Design simon_key_schedule, sky130hd; sources not shown.
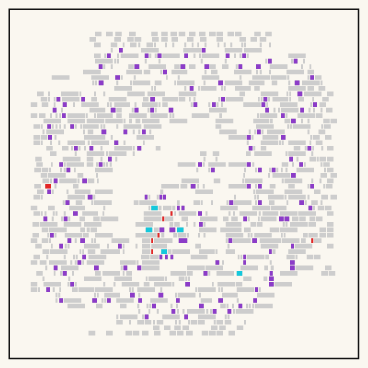
*Logic cells by family*
(2 px per µm)
- inv cells: red (cells 7)
- aoi and oai cells: purple (cells 149; where spread over the die)
- non-inverting ao/oa cells: cyan (cells 5)
most frequently placed logic cell in the final layout: sky130_fd_sc_hd__nand2_1
Non-Filler Instances: 1293

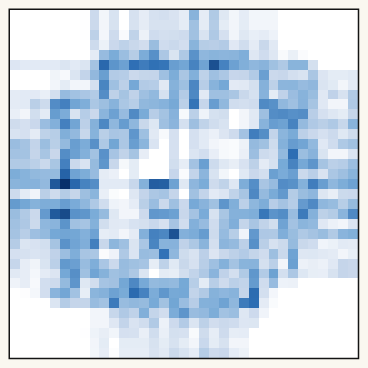
*Wire density map*
(2 px per µm) 35 x 35 tiles, from white (low) to dark blue (high), scaled to the fullest tile. Values are wire area over tile area, all layers added.
- nearly empty tiles: 19%
- tiles over half the peak: 12%
- emptiest ninth of the die: lower right
total track usage: 15.1%
via count: 6319
drt wl/cell: 17.5 µm
Total Routed Length: 22600 µm

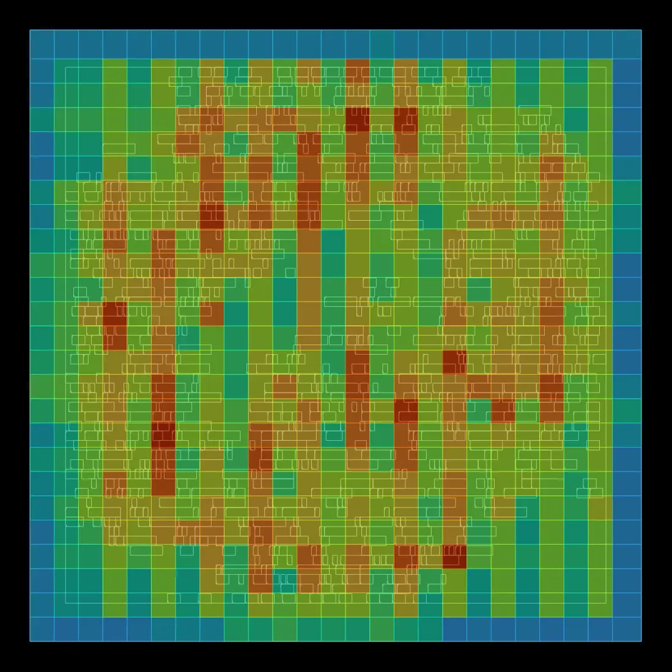
*Track usage over the die*
met2 routing resource usage after global routing: 23.0%
met1 Track Usage GR: 20.1%
routing usage on met3: 4.86%

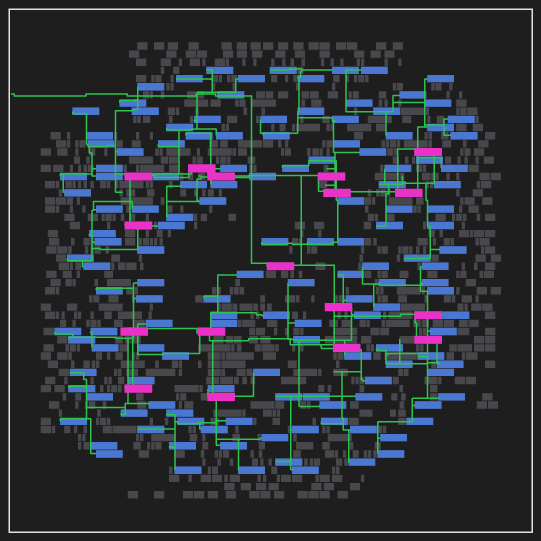
*Clock distribution*
(3 px per µm)
- clock wires: green (length 2140 µm)
- clock-net drivers: magenta (count 17)
- flip-flops: blue (count 143)
- flops lie: spread over the die
clock skew: 7.76 ps
clock group total power: 0.731 mW

==> run notes <==
The synthesis and PnR run went through. Flip-flop and latch count after synthesis landed at between 100 and 150. Clock latency at the later pin of the worst-skew pair landed at about 420 ps. Per the final report, max-transition violations number 0.

Looking at the post-CTS report, the setup buffer insertion count equals 0. For the worst flop-to-flop path, the logic depth is 6. Relative to the synthesized area, the layout overhead comes to 29.9%. The last timing report of the flow puts the setup violation total at 0. A synthesized cell averages between 9 and 10 µm².

The worst-case reg-to-reg setup slack stands at ~6400 ps. Power density of the placed cells landed at 315 nW/µm². The worst setup path is launched from an input port. In the final layout, clock buffers and inverters account for just over 6% of the cell area. The layout report lists the non-clock buffer share of cell area as roughly 18%. The number of warnings reported in the stage logs is 33. Summing all placed instances gives a cell area of roughly 9500 µm². The first global-routing pass estimated 36500 µm of wire. Data required time at the worst endpoint landed at between 9000 and 10000 ps. For this run, the detailed router's first-pass iteration total came to 5. Across all setup checks in the final design, the least slack found is a little under 6000 ps.

Starting density of the core landed at 33.4%. Final layout net count landed at between 1k and 1.5k. By count the netlist is led by sky130_fd_sc_hd__nand2_1 (266), sky130_fd_sc_hd__dfrtp_1 (143), sky130_fd_sc_hd__nor2_1 (99).

Peak supply drop landed at ~0.11 mV. The count of nets left with antenna violations once routing finished came out at 0. Count of hold buffers inserted by post-cts repair landed at 0.

Logic share of the area landed at 36.6%. The top cell types in the final layout, fill and taps aside, are sky130_fd_sc_hd__nand2_1 (264), sky130_fd_sc_hd__clkdlybuf4s50_1 (173), sky130_fd_sc_hd__dfrtp_1 (143). Cells fill 43.3% of the core in the end. According to the cell report, flip-flops and latches in the layout number approximately 140. Count of clock tree sinks landed at between 100 and 150.

Summed over all instances, the cell type with the most area after synthesis is sky130_fd_sc_hd__dfrtp_1. Fraction of synthesis flops using an asynchronous set or reset pin landed at 100%. In this run the most used layer during global routing was met2. Clock network power share landed at 22.8%. Detailed placement finished with a half-perimeter wire length of approximately 15000 µm. Maximum number of pins on one net before global-route repair landed at 110. Placement row count landed at between 50 and 60. Dividing the final minimum period by the clock period gives a little over a third.

For the worst setup path, the data arrival time is 3680 ps. Routability congestion estimate from global placement landed at approximately 0.73. Internal power landed at a little over 2 mW. TritonCTS built the clock tree. Per the TritonCTS log, the buffer count is 17. Number of maximum-capacitance constraint violations landed at 0. Area of the die landed at about 30000 µm².

Multi-input combinational cells in the finished layout were counted as roughly 610. The run finished with clean final reports. In this run the tool buffered the top-level ports with between 150 and 200 buffer cells.

Derived from the worst setup path, the maximum achievable clock frequency is 296 MHz. The completed layout was analyzed and its total power is between 3 and 4 mW. The number of global-route vias before repair was ~6.5k. For this design, Yosys synthesis ends with a cell count of 853.

Count of buffers not belonging to the clock network in the layout landed at roughly 180. Final antenna diode count landed at 1. Looking at the clock tree report, the maximum root-to-sink buffer count equals 2. Layout clock buffer count landed at 20. According to the floorplan report, the placeable core area is ~23000 µm². Post-CTS repair ended up resizing 0 cells.

In this run, placement finished with an instance count of 1260. Remaining global-route overflow landed at 0. Per the OpenROAD floorplan log, the width of the die is 174 µm.

Vertical die size landed at approximately 170 µm. Cell count after synthesis landed at 853.
==> worst max-delay path, stage by stage <==
cell                              delay [ps]
sky130_fd_sc_hd__clkdlybuf4s50_1         530
sky130_fd_sc_hd__and2_4                  570
sky130_fd_sc_hd__buf_4                   780
sky130_fd_sc_hd__nor2_4                  280
sky130_fd_sc_hd__buf_16                  260
sky130_fd_sc_hd__a21oi_1                 130
sky130_fd_sc_hd__o21ai_0                  90
==> logic make-up after synthesis <==
group | after synthesis | synth area share, %
AND-OR/OR-AND | 154 | 13.0
XOR/XNOR | 65 | 13.0
adder cells (fa/ha/maj) | 8 | 1.28
buffers and inverters | 97 | 7.03
flip-flops | 143 | 45.8
multiplexers | 2 | 0.625
AND/OR/NAND/NOR | 384 | 19.2
No activity file was given, so power comes from the tool's default toggle rates.
